## src/rtl/sram_port_arbiter.sv

```systemverilog
// sram_port_arbiter: two-port round-robin front end and power sequencer for a 2048x32 single-port SRAM macro.
// Latency: grant is combinational in the request cycle; read data is strobed on rsp_valid one cycle after grant.
// Backpressure: req_ready is low while the macro sleeps or wakes; responses cannot be stalled.
// Build option: define SRAM_PD_EN to compile in idle power-down (RUN/SLEEP/WAKE sequencing).
module sram_port_arbiter #(
  parameter int AW          = 11,
  parameter int DW          = 32,
  parameter int IDLE_LIMIT  = 16,
  parameter int WAKE_CYCLES = 4
) (
  input  logic            CLK,
  input  logic            RST,
  input  logic [1:0]      req_valid,
  output logic [1:0]      req_ready,
  input  logic [1:0]      req_we,
  input  logic [2*AW-1:0] req_addr,
  input  logic [2*DW-1:0] req_wdata,
  input  logic [2*DW-1:0] req_wmask,
  output logic [1:0]      rsp_valid,
  output logic [DW-1:0]   rsp_rdata,
  output logic            CEB,
  output logic            WEB,
  output logic [AW-1:0]   A,
  output logic [DW-1:0]   D,
  output logic [DW-1:0]   BWEB,
  input  logic [DW-1:0]   Q,
  output logic            PD,
  output logic [1:0]      RTSEL,
  output logic [1:0]      WTSEL
);

  logic          w_run;
  logic          w_any;
  logic          w_gnt;
  logic          w_gnt_port;
  logic          w_gnt_we;
  logic [AW-1:0] w_gnt_addr;
  logic [DW-1:0] w_gnt_wdata;
  logic [DW-1:0] w_gnt_wmask;
  logic          r_ptr;
  logic          r_rsp_vld;
  logic          r_rsp_port;

  assign w_any = |req_valid;
  // With both ports asking the pointer decides; otherwise the lone requester wins.
  assign w_gnt_port  = (&req_valid) ? r_ptr : req_valid[1];
  // RST gates the grant so the macro pins sit at idle values while reset is held.
  assign w_gnt       = w_run & w_any & ~RST;
  assign w_gnt_we    = req_we[w_gnt_port];
  assign w_gnt_addr  = w_gnt_port ? req_addr[2*AW-1:AW]  : req_addr[AW-1:0];
  assign w_gnt_wdata = w_gnt_port ? req_wdata[2*DW-1:DW] : req_wdata[DW-1:0];
  assign w_gnt_wmask = w_gnt_port ? req_wmask[2*DW-1:DW] : req_wmask[DW-1:0];

  assign req_ready = w_gnt ? (w_gnt_port ? 2'b10 : 2'b01) : 2'b00;
  assign RTSEL     = 2'b01;
  assign WTSEL     = 2'b01;

  // Macro pins follow the granted port in the grant cycle, idle values otherwise
  always_comb begin
    CEB  = 1'b1;
    WEB  = 1'b1;
    A    = '0;
    D    = '0;
    BWEB = '1;
    if (w_gnt) begin
      CEB = 1'b0;
      WEB = ~w_gnt_we;
      A   = w_gnt_addr;
      D   = w_gnt_wdata;
      if (w_gnt_we) begin
        BWEB = ~w_gnt_wmask;
      end
    end
  end

  // Round-robin pointer and the one-deep read-response tracker
  always_ff @(posedge CLK or posedge RST) begin
    if (RST) begin
      r_ptr      <= 1'b0;
      r_rsp_vld  <= 1'b0;
      r_rsp_port <= 1'b0;
    end else begin
      r_rsp_vld <= w_gnt & ~w_gnt_we;
      if (w_gnt) begin
        r_ptr      <= ~w_gnt_port;
        r_rsp_port <= w_gnt_port;
      end
    end
  end

  assign rsp_valid = r_rsp_vld ? (r_rsp_port ? 2'b10 : 2'b01) : 2'b00;
  assign rsp_rdata = r_rsp_vld ? Q : '0;

`ifdef SRAM_PD_EN
  localparam int LP_CMAX = (IDLE_LIMIT > WAKE_CYCLES) ? IDLE_LIMIT : WAKE_CYCLES;
  localparam int CW      = $clog2(LP_CMAX + 1);

  typedef enum logic [1:0] {
    ST_RUN   = 2'd0,
    ST_SLEEP = 2'd1,
    ST_WAKE  = 2'd2
  } state_t;

  state_t        r_state;
  state_t        w_state_nxt;
  logic [CW-1:0] r_cnt;
  logic [CW-1:0] w_cnt_nxt;

  // State register and the counter shared by the idle and wake phases
  always_ff @(posedge CLK or posedge RST) begin
    if (RST) begin
      r_state <= ST_RUN;
      r_cnt   <= '0;
    end else begin
      r_state <= w_state_nxt;
      r_cnt   <= w_cnt_nxt;
    end
  end

  // Next state: idle run-down into SLEEP, request-triggered WAKE, timed return to RUN
  always_comb begin
    w_state_nxt = r_state;
    w_cnt_nxt   = r_cnt;
    case (r_state)
      ST_RUN: begin
        if (w_any) begin
          w_cnt_nxt = '0;
        end else if (!r_rsp_vld) begin
          if (r_cnt == CW'(IDLE_LIMIT - 1)) begin
            w_state_nxt = ST_SLEEP;
            w_cnt_nxt   = '0;
          end else begin
            w_cnt_nxt = r_cnt + CW'(1);
          end
        end
      end
      ST_SLEEP: begin
        if (w_any) begin
          w_state_nxt = ST_WAKE;
          w_cnt_nxt   = '0;
        end
      end
      ST_WAKE: begin
        if (r_cnt == CW'(WAKE_CYCLES - 1)) begin
          w_state_nxt = ST_RUN;
          w_cnt_nxt   = '0;
        end else begin
          w_cnt_nxt = r_cnt + CW'(1);
        end
      end
      default: begin
        w_state_nxt = ST_RUN;
        w_cnt_nxt   = '0;
      end
    endcase
  end

  // Outputs decoded from the registered state
  always_comb begin
    w_run = (r_state == ST_RUN);
    PD    = (r_state == ST_SLEEP);
  end
`else
  assign w_run = 1'b1;
  assign PD    = 1'b0;
`endif

endmodule

```

## config.mk

```make
export PLATFORM = sky130hd
export DESIGN_NAME = sram_port_arbiter
export DESIGN_NICKNAME = d
export VERILOG_FILES = /design/src/rtl/sram_port_arbiter.sv
export SDC_FILE = /design/constraint.sdc
export NUM_CORES = 1
export LEC_CHECK = 0
export CAP_MARGIN = 10
export CORE_AREA = 4 4 116 118
export CTS_CLUSTER_DIAMETER = 50
export CTS_CLUSTER_SIZE = 8
export DETAILED_ROUTE_END_ITERATION = 7
export DIE_AREA = 0 0 120 122
export PLACE_DENSITY_LB_ADDON = 0.08
export RECOVER_POWER = 50
export SLEW_MARGIN = 25
export SYNTH_ARGS = -nofsm -noshare
export SYNTH_HDL_FRONTEND = slang
export SYNTH_SLANG_ARGS = --single-unit
```

## constraint.sdc

```tcl
create_clock -name CLK -period 2.7 [get_ports CLK]
set_input_delay 0.405 -clock CLK [delete_from_list [all_inputs] [get_ports CLK]]
set_output_delay 0.405 -clock CLK [all_outputs]
set_load 0.03 [all_outputs]
```

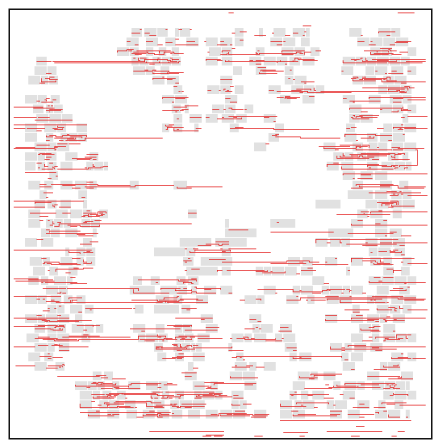
**Above:** M1 wires.
longest straight run: 37.7 um
wire length on this layer: 3920 um
main direction: horizontal
vias: 2935
detailed-route wire length: 11.4 mm
met1 GRT Util: 0.138

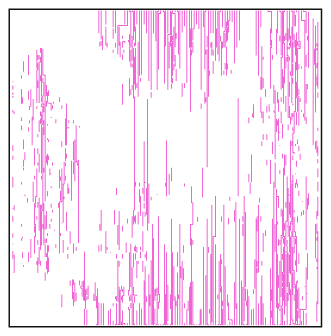
**Above:** signal wires on met2.
main direction: vertical
wire length on this layer: 6180 um

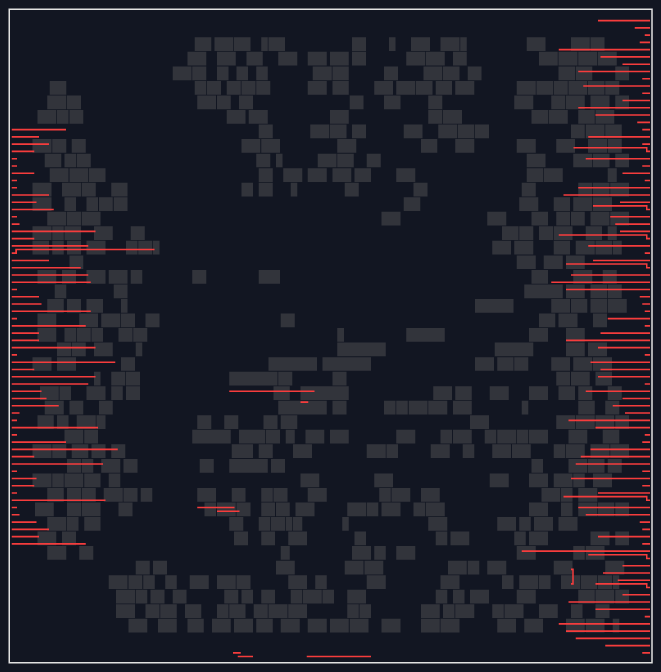
**Above:** the metal 3 layer.
share of all routed wire: 10%
wire length on this layer: 1190 um
nets with wire on the layer: 151
met3 GRT Util: 0.0487

==> out/summary.log <==
INFO  critical_path  worst-endpoint-required=2300ps
INFO  floorplanning  io_pins=306
INFO  sta            fin_worst_skew=1.60ps
INFO  global_routing globalRoute.totalOverflow=0
INFO  global_routing grt_first_pass_wirelength=16.1mm
INFO  synthesis      numSynthFlops=3
INFO  pwr            ir_worst_vdd=158uV
INFO  synthesis      synth_async_sr_flop_share=1.00
INFO  synthesis      edf_count=0
INFO  routing        routed_via_density=4.25
INFO  flow_run       openroad.warnings=26
INFO  cts            cts_hold_buf=0
INFO  placed_design  instance_area_after_placement=4770um2
INFO  outcome        status=finished clean
INFO  synthesis      ys_cells=228
INFO  synthesis      yosysSeqAreaShare=0.0429
INFO  placed_design  placement.io_buffers=300
INFO  cts            cts_root_buffer=sky130_fd_sc_hd__clkbuf_16
INFO  critical_path  crit_path_max_fanout=22
INFO  pwr            p_total=1.20mW
INFO  placed_design  place_worst_setup_slack=-28.7ps
INFO  finish         proportion_of_layout_cells_with_a_drive_suffix_above_1=0.151
INFO  finish         area_growth_syn_to_layout=173%
INFO  synthesis      netlist_logic_family_top=AND-OR/OR-AND gates
INFO  finish         fin_nets=707
INFO  synthesis      synthesis.area=1750um2
INFO  sta            post-route-worst-setup-slack=228ps
INFO  sta            finalWorstPathRequiredPeriod=2470ps
INFO  critical_path  worstSetupPathType=primary input to output port
INFO  floorplanning  core_util_floorplan=0.140
INFO  routing        drtAntennaViolNets=0
INFO  synthesis      syn_avg_cell_area=7.67um2
INFO  sta            timing.fmax=404MHz
INFO  synthesis      post_synth_ao_oa_area_fraction=0.522
INFO  synthesis      yosys.area_share.adder=0
INFO  routing        avgRoutedWirePerCell=16.5um
INFO  sta            timing.setup.tns=0ps
INFO  global_routing maximum_number_of_pins_on_one_net_before_global_route_repair=43
INFO  synthesis      post_synth_most_frequent_cells=sky130_fd_sc_hd__a22o_1 (43), sky130_fd_sc_hd__and2_1 (33), sky130_fd_sc_hd__a21boi_0 (32), sky130_fd_sc_hd__and3_1 (32), sky130_fd_sc_hd__o211ai_1 (32)
INFO  placed_design  dpl.hpwl=9.81mm
INFO  min_path       holdCritPathClass=primary input to flip-flop
INFO  placed_design  placed_cells=686
INFO  routing        first_pass_iters=3
INFO  floorplanning  floorplan.die_area=14600um2
INFO  finish         fillers=1313
INFO  pwr            power_leakage=2.06nW
INFO  global_routing antenna_found_initial=0
INFO  synthesis      mux_share=0
==> kinds of logic after synthesis <==
family | after synthesis
AOI/OAI and AO/OA | 114
and+or+nand+nor | 70
buffers and inverters | 39
DFF | 3
other | 2
==> path summary, 6_finish.rpt <==
check	cells past startpoint	to	slack, ps	startpoint
min	2	r_rsp_vld	490	req_valid[1]
min in group asynchronous	3	r_rsp_port	610	RST
min reg2reg	1	r_rsp_port	500	r_rsp_port
max in group asynchronous	3	r_rsp_vld	1940	RST
max reg2reg	4	r_rsp_port	1460	r_ptr
max	7	A[10]	230	req_valid[0]
==> power by group <==
part           internal, mW  switching (mW)
Combinational         0.480           0.432
Sequential           0.0504         0.00354
Clock                 0.194          0.0364
Total                 0.725           0.472
==> final cells by class <==
| cell class | count | area, um2 | share of cell area |
|---|---|---|---|
| repair buffers | 321 | 3020 | 0.633 |
| multi-input cells | 189 | 1380 | 0.289 |
| well taps | 172 | 215 | 0.0450 |
| clock buffers | 4 | 78.8 | 0.0165 |
| flip-flops and latches | 3 | 75.1 | 0.0157 |
| inverters | 1 | 3.75 | 0.000786 |
==> layer usage <==
| metal | routed length [um] | GRT usage | vias to the layer above | share of wire |
|---|---|---|---|---|
| met3 | 1190 | 0.0487 | 6 | 0.10 |
| met4 | 102 | 0.0229 | 0 | 0.0090 |
| met1 | 3920 | 0.138 | 1325 | 0.34 |
| met2 | 6180 | 0.278 | 156 | 0.54 |
| met5 | 0 | 0 | - | 0 |
| li1 | - | - | 1448 | - |
==> flip-flops by register name, summed over array words and instances (netlist names) <==
register and flops:
r_ptr 1, r_rsp_vld 1, r_rsp_port 1
==> worst max-delay path, cell delays in order <==
cell	delay, ps
sky130_fd_sc_hd__clkdlybuf4s50_1	550
sky130_fd_sc_hd__a21boi_0	260
sky130_fd_sc_hd__buf_4	150
sky130_fd_sc_hd__and2_4	190
sky130_fd_sc_hd__buf_12	170
sky130_fd_sc_hd__a22o_1	130
sky130_fd_sc_hd__clkbuf_2	200
==> layout by cell type, fill, tap and decap left out, drive strengths merged <==
cell type,netlist,routed
inv,1,1
conb,2,5
and2,34,34
nand2b,1,1
dlygate4sd3,0,35
dlygate4sd2,0,22
a22o,43,43
a32o,1,1
and3,33,33
nand2,1,1
a21boi,34,34
clkbuf,16,16
dfrtp,3,3
clkdlybuf4s50,0,186
a21o,2,2
o211ai,32,32
o21ai,1,1
nor2b,1,1
a311oi,1,1
buf,22,66
Power figures rest on the tool's default switching activity, not on a simulated workload.
